## src/rtl/pool_writer_pkg.sv

```systemverilog
// Shared accelerator package: pool writer state encoding and default geometry.
package pool_writer_pkg;

  localparam int DEF_WORDS_PER_ROW = 4;
  localparam int DEF_OUT_ROWS      = 8;
  localparam int DEF_ADDR_W        = 10;

  typedef enum logic [1:0] {
    IDLE  = 2'd0,
    ROW_A = 2'd1,
    ROW_B = 2'd2,
    FIN   = 2'd3
  } pw_state_e;

endpackage

```

## src/rtl/pool_writer_byte_max4.sv

```systemverilog
// Per-byte unsigned maximum of two packed 4x8-bit words; purely combinational.
module byte_max4 (
  input  logic [31:0] a,
  input  logic [31:0] b,
  output logic [31:0] y
);

  function automatic logic [7:0] umax8(input logic [7:0] x, input logic [7:0] z);
    return (x >= z) ? x : z;
  endfunction

  for (genvar k = 0; k < 4; k++) begin : g_byte
    assign y[8*k +: 8] = umax8(a[8*k +: 8], b[8*k +: 8]);
  end

endmodule

```

## src/rtl/pool_writer.sv

```systemverilog
// Vertical 2:1 max pooling writer: buffers row A, maxes it against row B and
// writes the pooled words to SRAM with a single registered write stage.
module pool_writer
  import pool_writer_pkg::*;
#(
  parameter int WORDS_PER_ROW = DEF_WORDS_PER_ROW,
  parameter int OUT_ROWS      = DEF_OUT_ROWS,
  parameter int ADDR_W        = DEF_ADDR_W
) (
  input  logic              clk,
  input  logic              rst,
  input  logic              start,
  input  logic [ADDR_W-1:0] baseAddr,
  input  logic              convValid,
  input  logic [31:0]       convResult,
  output logic              memWen,
  output logic [ADDR_W-1:0] memAddr,
  output logic [31:0]       memData,
  output logic              busy,
  output logic              done,
  output logic              err
);

  localparam int IDX_W = (WORDS_PER_ROW > 1) ? $clog2(WORDS_PER_ROW) : 1;
  localparam int ROW_W = (OUT_ROWS > 1) ? $clog2(OUT_ROWS) : 1;
  localparam logic [IDX_W-1:0]  LAST_IDX = IDX_W'(WORDS_PER_ROW - 1);
  localparam logic [ROW_W-1:0]  LAST_ROW = ROW_W'(OUT_ROWS - 1);
  localparam logic [ADDR_W-1:0] ROW_STEP = ADDR_W'(WORDS_PER_ROW);

  pw_state_e         state, stateNext;
  logic [IDX_W-1:0]  wordIdx, curIdx;
  logic [ROW_W-1:0]  rowCnt;
  logic [ADDR_W-1:0] rowBase;
  logic [31:0]       lineBuf [WORDS_PER_ROW];

  logic              lastWord, lastRow;
  logic              startAcc, errSet;
  logic              accA_p0, vld_p0;
  logic [31:0]       bufWord_p0, maxWord_p0;

  always_ff @(posedge clk or negedge rst) begin
    if (!rst) state <= IDLE;
    else      state <= stateNext;
  end

  always_comb begin
    stateNext = state;
    startAcc  = 1'b0;
    errSet    = 1'b0;
    accA_p0   = 1'b0;
    vld_p0    = 1'b0;
    // A word arriving together with start is word 0 of the new frame.
    curIdx    = (state == IDLE) ? '0 : wordIdx;
    lastWord  = (curIdx == LAST_IDX);
    lastRow   = (rowCnt == LAST_ROW);
    case (state)
      IDLE: begin
        if (start) begin
          startAcc  = 1'b1;
          stateNext = ROW_A;
          if (convValid) begin
            accA_p0 = 1'b1;
            if (lastWord) stateNext = ROW_B;
          end
        end else if (convValid) begin
          errSet = 1'b1;
        end
      end
      ROW_A: begin
        errSet = start;
        if (convValid) begin
          accA_p0 = 1'b1;
          if (lastWord) stateNext = ROW_B;
        end
      end
      ROW_B: begin
        errSet = start;
        if (convValid) begin
          vld_p0 = 1'b1;
          if (lastWord) stateNext = lastRow ? FIN : ROW_A;
        end
      end
      FIN: begin
        errSet    = start | convValid;
        stateNext = IDLE;
      end
      default: stateNext = IDLE;
    endcase
  end

  always_comb begin
    bufWord_p0 = lineBuf[curIdx];
  end

  byte_max4 u_max (
    .a (bufWord_p0),
    .b (convResult),
    .y (maxWord_p0)
  );

  // ---- p0 -> write stage: register SRAM command and frame bookkeeping ----
  always_ff @(posedge clk or negedge rst) begin
    if (!rst) begin
      wordIdx <= '0;
      rowCnt  <= '0;
      rowBase <= '0;
      for (int i = 0; i < WORDS_PER_ROW; i++) lineBuf[i] <= '0;
      memWen  <= 1'b0;
      memAddr <= '0;
      memData <= '0;
      busy    <= 1'b0;
      done    <= 1'b0;
      err     <= 1'b0;
    end else begin
      memWen <= vld_p0;
      busy   <= (stateNext != IDLE);
      done   <= (state == FIN);

      if (startAcc)    err <= 1'b0;
      else if (errSet) err <= 1'b1;

      if (startAcc) begin
        rowBase <= baseAddr;
        rowCnt  <= '0;
        wordIdx <= '0;
      end

      if (accA_p0) begin
        lineBuf[curIdx] <= convResult;
        wordIdx         <= lastWord ? '0 : curIdx + IDX_W'(1);
      end

      if (vld_p0) begin
        memData <= maxWord_p0;
        memAddr <= rowBase + ADDR_W'(wordIdx);
        wordIdx <= lastWord ? '0 : wordIdx + IDX_W'(1);
        if (lastWord) begin
          rowCnt  <= rowCnt + ROW_W'(1);
          rowBase <= rowBase + ROW_STEP;
        end
      end
    end
  end

endmodule

```

## config.mk

```make
export PLATFORM = sky130hd
export DESIGN_NAME = pool_writer
export DESIGN_NICKNAME = d
export VERILOG_FILES = /design/src/rtl/pool_writer_pkg.sv /design/src/rtl/pool_writer_byte_max4.sv /design/src/rtl/pool_writer.sv
export SDC_FILE = /design/constraint.sdc
export NUM_CORES = 1
export LEC_CHECK = 0
export CORE_UTILIZATION = 50
export DETAILED_ROUTE_END_ITERATION = 7
export GPL_TIMING_DRIVEN = 1
export PLACE_DENSITY = 0.83
export SLEW_MARGIN = 5
export SYNTH_ARGS = -nofsm -noshare
export SYNTH_HDL_FRONTEND = slang
export SYNTH_SLANG_ARGS = --single-unit
```

## constraint.sdc

```tcl
create_clock -name clk -period 2.9 [get_ports clk]
set_clock_uncertainty 0.1 [all_clocks]
set_input_delay 0.29 -clock clk [delete_from_list [all_inputs] [get_ports clk]]
set_output_delay 0.29 -clock clk [all_outputs]
set_load 0.02 [all_outputs]
```

Fig. 1: metal 4
Scale bar: 50 um. Supply wires on this layer in grey. Cells faint in the background.
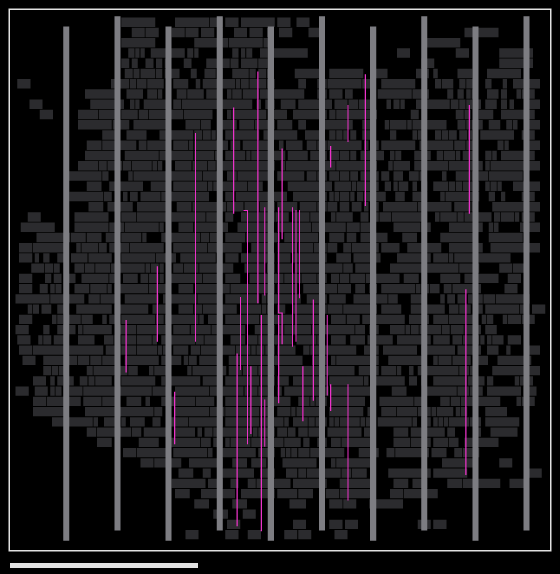
nets with wire on the layer: 23
share of all routed wire: 3.2%
longest straight run: 61.9 um
drt total wl: 26100 um
DR vias: 7623

==> results.toml <==
# synthesis and place-and-route metrics
[outcome]
outcome = "finished, violations left"
violations = "setup timing"

[synth]
syn_area_per_cell_um2 = 11.4
flop_cell = "dfrtp_1"
synth_cell_types = 54
ys_cells = 879
ys.flops = 191
synthCells = 879
syn_area_mm2 = 0.00998
syn_nets = 971
synth_warnings = 0
top_cells_by_count = "191 x dfrtp_1, 97 x nand2_1, 86 x mux2_2"
most_common_cell = "dfrtp_1"
async_flop_share = 1.00
yosysSeqAreaShare = 0.479
synth-edff-count = 0

[global_routing]
grt_pass1_vias = 7867
grt_max_degree = 68
grt_use_met2 = 0.454
grt_overflow = 0
grt_usage = 0.263
use_met3 = 0.0520

[layout]
final_nets = 1114
n_fill_cell = 1408
final_layout_size_suffix_gt1_frac = 0.298
final_util = 0.655

[clocking]
cts_made_buffers = 17
htreeDepth = 4

[power]
p_leak_nw = 5.93
intPower_mw = 9.35
p_comb_frac = 0.510
switching_share = 0.369
p_clk_frac = 0.175
peakVddDrop_v = 0.000654

[flow_run]
warnings = 34
max-cap-violations = 0

[timing]
tightest_slew_ps = 715
fin_tns_setup_ps = -3110
slew_headroom = 0.523
setup_viol = 32
fin_ws_ps = -218
drv_slew = 0
min_period_ps = 3120

[critical_path]
cp.required_ps = 3170
cp.arrival_ps = 3390
cp-start-kind = "flip-flop"
critPathKind = "flip-flop to flip-flop"

[routing]
drtIter0Drc = 711
wire_per_inst_um = 20.1
vias_per_cell = 5.86
dr.pass1.iters = 5

[floorplanning]
fp.dieW_um = 143
num_rows = 51
ios = 92
core_area_mm2 = 0.0195

[placement]
dpl.hpwl_um = 15200
Fig. 2: M1 wires
Supply wires on this layer in grey.
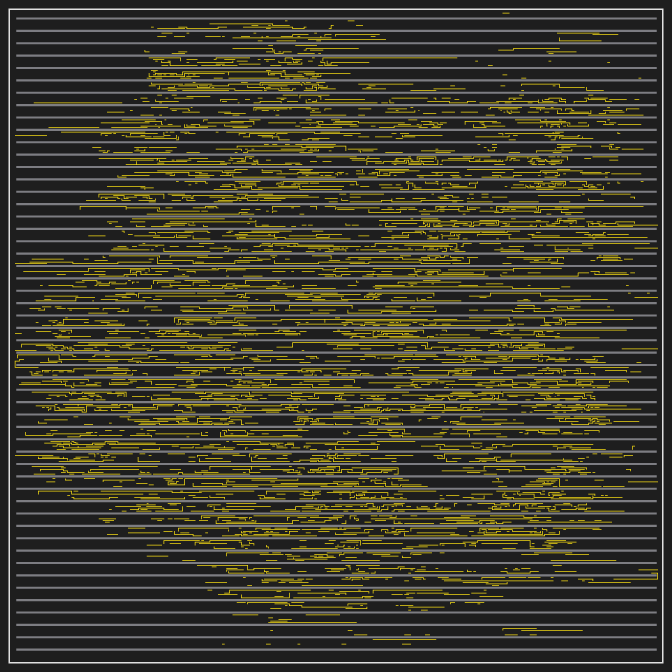
nets with wire on the layer: 1026
longest straight run: 35.4 um
main direction: horizontal
met1 Usage GRT: 0.326

stage by stage:
stage          hold WS (ps)  std cells  worst slack (ps)  power, mW  instance area [um2]
4_1_cts                 326       1296             -19.3       14.4                12700
3_3_place_gp            213       1248             -26.6       10.9                11600
2_1_floorplan          -106        879             0.302       8.87                10100
3_5_place_dp            216       1248              -182       11.1                11600
6_report                304       1300              -218       14.8                12800
5_1_grt                 331       1300              -281       15.6                12800
worst max-delay path: stages (launching register included):
cell and delay, ps:
dfrtp_1 370, inv_2 70, ha_4 180, buf_6 120, nor2_4 120, inv_4 80, bufbuf_16 280, a211oi_1 270
a31oi_1 120, ha_1 330, nand4_1 160, o31ai_4 300, mux2i_2 320, mux2_4 210
path summary, 6_finish.rpt:
| path | start | slack [ps] | depth (start not counted) | endpoint |
|---|---|---|---|---|
| worst max-delay path | state[1] | -220 | 13 | memData[8] |
| min in group clk | baseAddr[8] | 330 | 3 | rowBase[8] |
| worst max register to register | state[1] | -220 | 13 | memData[8] |
| max in group asynchronous | rst | 1480 | 4 | lineBuf[124] |
| worst min register to register | memAddr[1] | 380 | 2 | memAddr[1] |
| worst min-delay path | rst | 300 | 2 | lineBuf[91] |
kinds of logic (layout without fill, tap and decap cells):
| family | after synthesis | in the layout | share of synthesized area |
|---|---|---|---|
| compound gates | 186 | 186 | 0.127 |
| xor+xnor | 8 | 8 | 0.00702 |
| fa+ha+maj | 46 | 46 | 0.0584 |
| buf+inv | 85 | 241 | 0.0434 |
| flops | 191 | 191 | 0.479 |
| mux | 146 | 146 | 0.182 |
| simple gates | 217 | 217 | 0.103 |
power by group through the flow:
stage	logic (mW)	clock network, mW	registers, mW
2_1_floorplan	4.05	0	4.81
3_3_place_gp	6.29	0	4.58
3_5_place_dp	6.50	0	4.64
4_1_cts	7.20	2.61	4.63
5_1_grt	8.09	2.72	4.81
6_report	7.56	2.59	4.68
cell type report:
type	count	area, um2	area share
Inverter	38	148	0.0115
Tap cell	265	332	0.0259
Sequential cell	191	4780	0.374
Clock inverter	10	184	0.0144
Multi-Input combinational cell	603	5140	0.402
Timing Repair Buffer	171	1740	0.136
Clock buffer	22	464	0.0363
sequential cells by signal (all words and copies together), names as in the netlist:
| name | flops |
|---|---|
| busy | 1 |
| done | 1 |
| err | 1 |
| lineBuf | 128 |
| memAddr | 10 |
| memData | 32 |
| memWen | 1 |
| rowBase | 10 |
| rowCnt | 3 |
| state | 2 |
| wordIdx | 2 |
timing repair:
item / 4_1_cts / 5_1_grt
endpoints found under the hold margin: 62 / 0
hold buffers: 1 / 0
gates resized: 55 / 21
gates cloned: 3 / 1
pin swaps: 26 / 14
setup endpoints to repair: 32 / 104
setup buffers: 12 / 3
layer usage:
| layer | vias up | share of wire |
|---|---|---|
| li1 | 3452 | - |
| met2 | 252 | 0.51 |
| met4 | 0 | 0.032 |
| met3 | 70 | 0.051 |
| met1 | 3849 | 0.41 |
| met5 | - | 0 |
Power is estimated from default activity; no workload was simulated.
